### src/rtl/rgb_to_ycbcr.sv
// rgb_to_ycbcr: two-stage RGB to level-shifted signed JPEG Y/Cb/Cr converter.
module rgb_to_ycbcr #(
    parameter int OUT_W = 10,
    parameter int FRAC  = 8
) (
    input  logic               clock,
    input  logic               reset_n,
    input  logic               in_valid,
    input  logic [7:0]         r,
    input  logic [7:0]         g,
    input  logic [7:0]         b,
    output logic               out_valid,
    output logic [3*OUT_W-1:0] out
);
    localparam logic signed [17:0] HALF = 18'sd1 <<< (FRAC - 1);
    logic signed [17:0] rs, gs, bs, sy, scb, scr;
    logic               v1;
    assign rs = $signed({10'd0, r});
    assign gs = $signed({10'd0, g});
    assign bs = $signed({10'd0, b});
    // Round-half-up via floor shift, apply offset, then saturate to a signed byte.
    function automatic logic signed [OUT_W-1:0] sat(input logic signed [17:0] s, input logic signed [17:0] off);
        logic signed [17:0] v, c;
        v = ((s + HALF) >>> FRAC) - off;
        c = v > 18'sd127 ? 18'sd127 : v < -18'sd128 ? -18'sd128 : v;
        return OUT_W'(c);
    endfunction
    always_ff @(posedge clock or negedge reset_n)
        if (!reset_n) begin
            sy        <= '0;
            scb       <= '0;
            scr       <= '0;
            v1        <= 1'b0;
            out       <= '0;
            out_valid <= 1'b0;
        end else begin
            sy        <= 18'sd77 * rs + 18'sd150 * gs + 18'sd29 * bs;
            scb       <= -18'sd43 * rs - 18'sd85 * gs + 18'sd128 * bs;
            scr       <= 18'sd128 * rs - 18'sd107 * gs - 18'sd21 * bs;
            v1        <= in_valid;
            out       <= {sat(sy, 18'sd128), sat(scb, 18'sd0), sat(scr, 18'sd0)};
            out_valid <= v1;
        end
endmodule

### config.mk
export PLATFORM = sky130hd
export DESIGN_NAME = rgb_to_ycbcr
export DESIGN_NICKNAME = d
export VERILOG_FILES = /design/src/rtl/rgb_to_ycbcr.sv
export SDC_FILE = /design/constraint.sdc
export NUM_CORES = 1
export LEC_CHECK = 0
export ABC_AREA = 1
export CAP_MARGIN = 40
export CORE_MARGIN = 3
export CORE_UTILIZATION = 57
export DETAILED_ROUTE_END_ITERATION = 10
export PLACE_DENSITY = 0.76
export SLEW_MARGIN = 20
export SYNTH_ARGS = -nofsm -noshare
export SYNTH_HDL_FRONTEND = slang
export SYNTH_SLANG_ARGS = --single-unit
### constraint.sdc
create_clock -name clock -period 3 [get_ports clock]
set_input_delay 0.3 -clock clock [delete_from_list [all_inputs] [get_ports clock]]
set_output_delay 0.3 -clock clock [all_outputs]
set_load 0.03 [all_outputs]
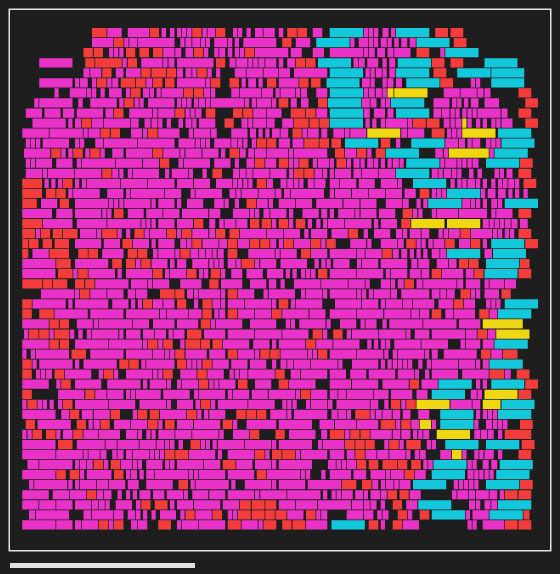
*Cell classes on the final placement, run 1*
Bar = 50 um.
- cyan: flops (cells 63; share of their area 9.8%)
- yellow: clock drivers and dummy loads (cells 16; share of their area 2.0%)
- magenta: combinational and other logic (cells 1,303; share of their area 70%)
- red: other buffers and delay cells (cells 346; share of their area 18%)

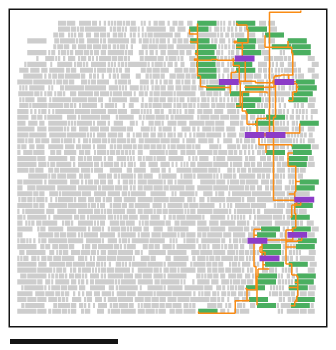
*Clock network drawn from the DEF, run 1*
Bar = 50 um.
- green: flip-flops (count 63)
- orange: clock wires (length 835 um)
- purple: clock drivers (count 9)
- routed clock nets: 10
Fin Clk Skew: 0.00565 ns

==> run notes, run 1 <==
Implementation results.

The run finished, with violations left. The final reports fail on negative setup slack. The type of the most critical hold path is reg -> reg. Setup repair after global routing could not meet its margin everywhere. In the routed layout, each cell is associated on average with a via count of between 5 and 6. The fraction of cell area in multi-input combinational cells is reported as around 61%. The routability congestion estimate is 0.933. At the placement stage, the worst setup path has a slack of -3.62 ns.

The post-cts resize count is around 170. The count of plain and timing-repair buffers is 346. Of the post-synthesis cell area, the part taken by muxes is 0%. The total of flip-flops plus latches after synthesis is about 63. For the worst setup path, the data required time is 3.21 ns. In the global route stage, met1 resource usage came out at a little over a third. The post-synth tally of flip-flops with integrated enable is 0. The combinational family with the most area after synthesis is adder cells. Counting I/O delays and the setup requirement, the final critical path takes 5.78 ns. The number of endpoints failing setup at the final stage is 31. In the final design database the tool counted roughly 2,100 nets.

The number of antenna diodes is 0. The timing report notes that buffer and inverter cells on the critical path total 7. The number of core rows is about 50.

The CTS tree is built. In the final layout, the registers with the most flip-flops are out (30), scb (11). Measured in cells, the most critical reg-to-reg path has a length of 16. The clock tree synthesis step divided the H-tree into 3 levels. The longest incremental delay of any stage on the critical path is reported as 0.57 ns. After detailed routing, no signal wire sits above met4. The layout has slightly below 1,000 filler cells.

Per the timing report, the biggest fanout along the worst path comes to 4. The initial antenna violation count is 0. The number of distinct standard cells referenced by the synthesized netlist is 37.

The setup slack after layout is -2.78 ns. Dividing the detail-routed wire length by the instance count gives ~19 um. Cells fill 86.6% of the core in the end. The global router reports that the layer with the highest usage is met2. The top cell type by area accounts for between 20% and 30% of the synthesized area. The first global-routing pass estimated 52.2 mm of wire. After detailed routing, the met3 layer carries approximately 1.5 mm of wire.

The area share of xor/xnor cells in the synthesized design is under 10%. The number of cells after detailed placement is a little under 2,000. The worst register-to-register path ends at out[22]. All stages included, the depth of the critical timing path comes to 31. Cells with a size suffix above 1 make up roughly 34% of the layout. The top cell family by delay on the critical path is adder cells. The area occupied by multi-input gates is between 0.01 and 0.015 mm2. The count of warnings emitted by yosys is 0. According to the timing report, the arrival time at the worst endpoint equals around 6.0 ns. The capturing element type of the critical path is a flip-flop.
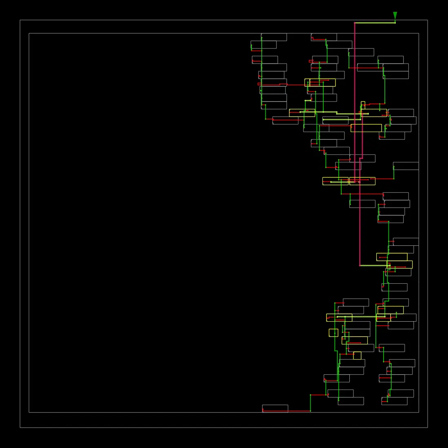
*Clock wiring as the flow saved it, run 1*
number of clock sinks seen by CTS: 63
worst skew pair latency: 0.33 ns
Clock buffer cells: 11
number of flip-flops and latches: 63
number of buffers added by the clock tree synthesis step: 9

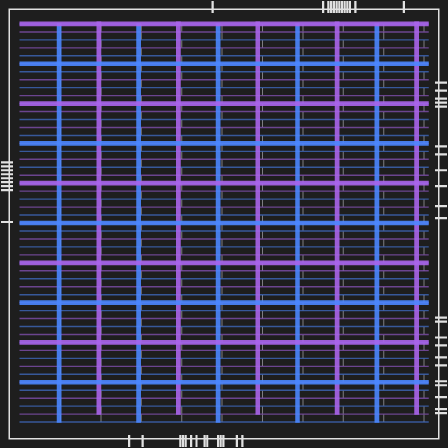
*Power grid, run 1*
Pins as bars on the die edge. Tap cells in grey.
- blue: VSS
- purple: VDD
- signal pins: 58
- rows: 50
- met1 rails: 51
- tap cells: 260
- met5 straps: 10
Die Span X: 146 um
core region area: 0.0190 mm2
die extent in y: 146 um

==> run 2, diff against run 1 <==
Settings changed: CTS_CLUSTER_SIZE set to 25.
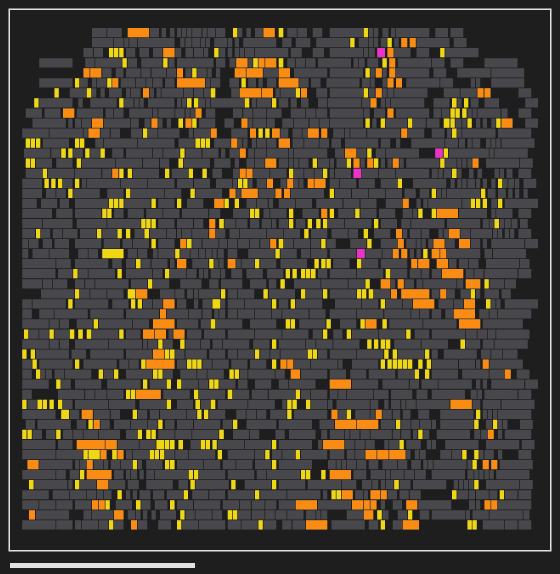
*Gate-type map, run 2*
Bar = 50 um.
- orange: inverting AOI/OAI gates (cells 157; most used a21oi_1; where spread over the die)
- magenta: AND and OR gates (cells 4; most used or2_2)
- yellow: inverters (cells 339; most used inv_1; where spread over the die)
most frequent standard cell in the layout excluding fill and tap cells: sky130_fd_sc_hd__inv_1
final instance count without filler cells: 1,988
Comb/total area: 61.1%

==> run notes, run 2 <==
Implementation results.

The data arrival time at the worst-slack endpoint is 5.99 ns (about the same). The worst slack after detailed placement came to -3.62 ns (unchanged). The largest fanout of any net on the critical path was 4 (unchanged). The clock latency at the later pin of the worst-skew pair is 0.33 ns (about the same). The share of the synthesized area in the top cell type is 26.6% (unchanged).

The initial antenna violation count is 0 (unchanged). The post-synth tally of flip-flops with integrated enable is 0 (unchanged). The area occupied by multi-input gates is 0.0101 mm2 (unchanged). The post-cts resize count is 165 (unchanged). The setup slack after layout is -2.78 ns (unchanged). The count of plain and timing-repair buffers is 346 (unchanged). The number of distinct standard cells referenced by the synthesized netlist is 37 (unchanged). The worst clock skew is 0.00565 ns (unchanged). The utilization after layout is 86.6% (unchanged). The number of antenna diodes is 0 (unchanged). Status: finished with violations (unchanged). The total CTS buffers came to 9 (unchanged). The met1 track demand over resource was 36.2% (unchanged). The global-route wire length before repair came to 52.2 mm (unchanged). The capturing element type of the critical path is a flip-flop (unchanged).

The reg-to-reg endpoint is out[22] (unchanged). The type of the most critical hold path is reg -> reg (unchanged). The number of endpoints failing setup at the final stage came to 31 (unchanged). The routability congestion estimate is 0.933 (unchanged). The CTS tree is built (unchanged). The number of H-tree levels is 3 (unchanged).

The depth of the critical timing path with buffers and inverters included is 31 (unchanged). The busiest layer in global routing is met2 (unchanged). The count of warnings emitted by yosys came to 0 (unchanged). The time the worst path needs with I/O delays and setup is 5.78 ns (unchanged).

Failing checks: negative setup slack (unchanged). The critical path data required time was 3.21 ns (about the same). The layout filler cell count was 968 (unchanged).
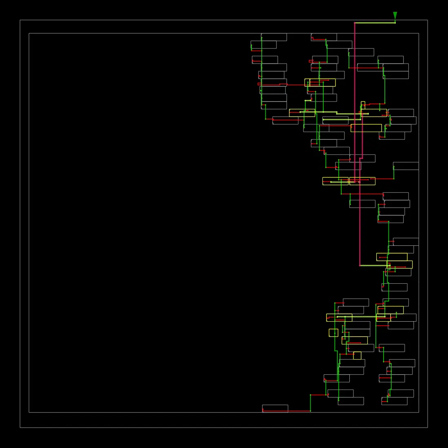
*Clock wiring as the flow saved it, run 2*

### Cell classes on the final placement, run 2

Bar = 50 um.
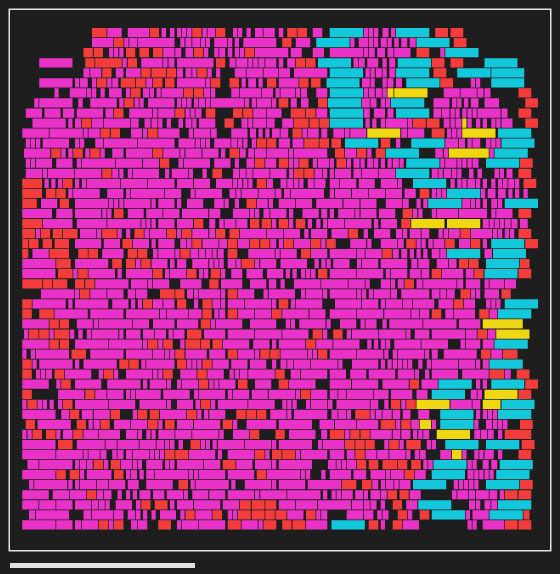

==> run 3, diff against run 2 <==
--- a/config.mk
+++ b/config.mk
@@ -17,2 +17,3 @@
 export SYNTH_HDL_FRONTEND = slang
 export SYNTH_SLANG_ARGS = --single-unit
+export TNS_END_PERCENT = 20
==> constraint.sdc (replaced) <==
create_clock -name clock -period 3 [get_ports clock]
set_input_delay 0.75 -clock clock [delete_from_list [all_inputs] [get_ports clock]]
set_output_delay 0.75 -clock clock [all_outputs]
set_load 0.03 [all_outputs]
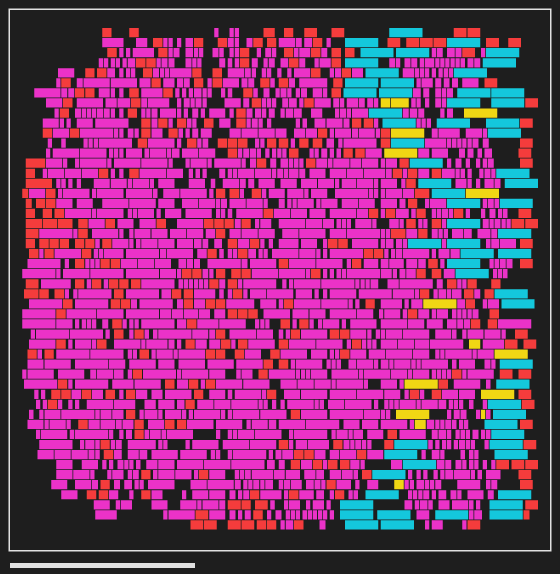
*Cell classes on the final placement, run 3*
Bar = 50 um.
- magenta: combinational and other logic (cells 1,303; share of their area 71%)
- yellow: clock drivers and dummy loads (cells 15; share of their area 1.8%)
- red: other buffers and delay cells (cells 321; share of their area 17%)
- cyan: flops (cells 63; share of their area 10%)

==> run notes, run 3 <==
Implementation results.

RSZ-0062 raised after global routing: true (unchanged). The number of cells after detailed placement is 1,932 (was 1,931). The number of sinks handled by clock tree synthesis is 63 (unchanged). Biggest registers after layout: out (30), scb (11) (unchanged). The area occupied by multi-input gates came to 0.00943 mm2 (was 0.0101 mm2). The post-synth tally of flip-flops with integrated enable is 0 (unchanged). The chip height came to 146 um (unchanged). The number of nets at the end of the flow is 2,076 (was 2,101). The highest metal layer with signal wires is met5 (was met4). The placeable core area is 0.0190 mm2 (unchanged). The clock buffer count is 11 (unchanged). The initial antenna violation count came to 1 (was 0). The multiplexer share of the synthesized area is 0% (unchanged). The met1 track demand over resource is 36.8% (was 36.2%). The total CTS buffers is 9 (unchanged). The total of flip-flops plus latches after synthesis is 63 (unchanged). Status: finished with violations (unchanged).

The number of endpoints failing setup at the final stage is 31 (unchanged). The reg-to-reg endpoint is out[26] (was out[22]). The global-route wire length before repair is 53.0 mm (was 52.2 mm). The top cell family by delay on the critical path is adder cells (unchanged). The worst slack after detailed placement is -4.04 ns (was -3.62 ns). The number of distinct standard cells referenced by the synthesized netlist is 37 (unchanged). The most frequent logic cell in the layout is sky130_fd_sc_hd__inv_1 (unchanged). The count of plain and timing-repair buffers came to 321 (was 346). The critical path data required time is 3.21 ns (about the same). The routability congestion estimate is 0.944 (was 0.933). The type of the most critical hold path is reg -> reg (unchanged).

The largest fanout of any net on the critical path came to 4 (unchanged). The sequential fraction of the synthesis area is 14.1% (unchanged). The number of core rows is 50 (unchanged). The busiest layer in global routing is met2 (unchanged). The fraction of final layout cells sized beyond drive strength 1 is 26.6% (was 33.7%).

The cell type with the largest total area is sky130_fd_sc_hd__ha_1 (unchanged). The cell area after placement is 0.0141 mm2 (was 0.0147 mm2). The combinational family with the most area after synthesis is adder cells (unchanged). The remaining design rule violation count came to 0 (unchanged). The share of the synthesized area in the top cell type is 26.6% (unchanged). The average detailed-routed wire length per instance was 16.9 um (was 18.6 um).

The kind of launch point of the worst setup path is an input pin (unchanged). The full die area is 0.0214 mm2 (unchanged). The post-CTS setup buffer count was 14 (was 24). The number of antenna diodes is 0 (unchanged). The worst clock skew is 0.00440 ns (was 0.00565 ns). The total met3 wirelength after detailed routing was 1.67 mm (was 1.52 mm).

The layout filler cell count is 1,184 (was 968). The utilization after layout is 81.2% (was 86.6%). The pin slew with the least headroom to its limit is 0.674 ns (was 0.442 ns). The global-route met3 utilization was 4.00% (was 3.72%). The placed wire-length estimate after detailed placement is 24.9 mm (was 25.6 mm). The count of non-CTS inverters in the layout is 339 (unchanged). The hold path startpoint is v1 (unchanged). The count of warnings emitted by yosys came to 0 (unchanged). The depth of the critical timing path with buffers and inverters included is 29 (was 31). The logic depth of the worst register-to-register path is 16 (unchanged). The mean number of vias per cell is 5.33 (was 5.48). The number of violations of the max-capacitance limit is 0 (unchanged).

The CTS tree is built (unchanged). The number of failing hold endpoints at the final stage is 0 (unchanged). The critical path's most frequent cell is sky130_fd_sc_hd__ha_4. The number of H-tree levels came to 3 (unchanged). The count of flip-flops and latches was 63 (unchanged).

The area share of xor/xnor cells in the synthesized design is 4.76% (unchanged). The capturing element type of the critical path was a flip-flop (unchanged). The count of TritonRoute iterations in the first routing pass is 5 (unchanged).

The post-cts resize count is 166 (was 165). The setup slack after layout came to -3.17 ns (was -2.78 ns). The time the worst path needs with I/O delays and setup is 6.17 ns (was 5.78 ns). The data arrival time at the worst-slack endpoint is 6.38 ns (was 5.99 ns).

The compound-cell area share of the yosys netlist came to 8.10% (unchanged). Failing checks: negative setup slack (unchanged). The clock latency at the later pin of the worst-skew pair came to 0.33 ns (about the same). The maximum single-stage delay on the critical path is 0.52 ns (was 0.57 ns). The cell count listed in synth_stat.txt was 1,366 (unchanged). The horizontal die size was 146 um (unchanged). The sum of buffers and inverters on the critical path is 5 (was 7).
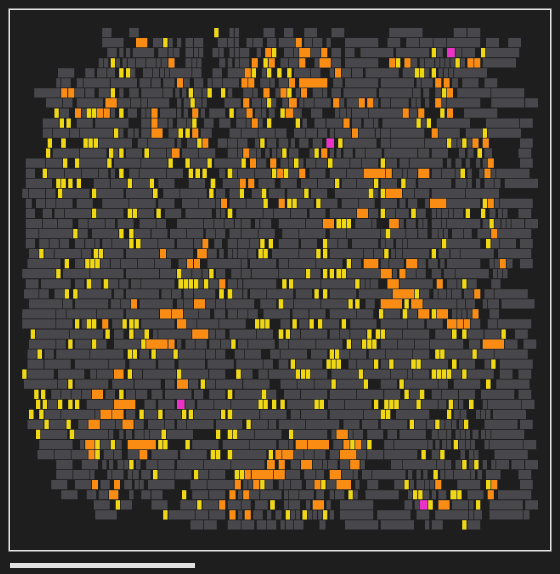
*Gate-type map, run 3*
Bar = 50 um.
- yellow: inverters (cells 339; most used inv_1; where spread over the die)
- magenta: AND and OR gates (cells 4; most used or2_2)
- orange: inverting AOI/OAI gates (cells 157; most used a21oi_1; where spread over the die)
Comb/total area: 61.1%
final instance count without filler cells: 1,962

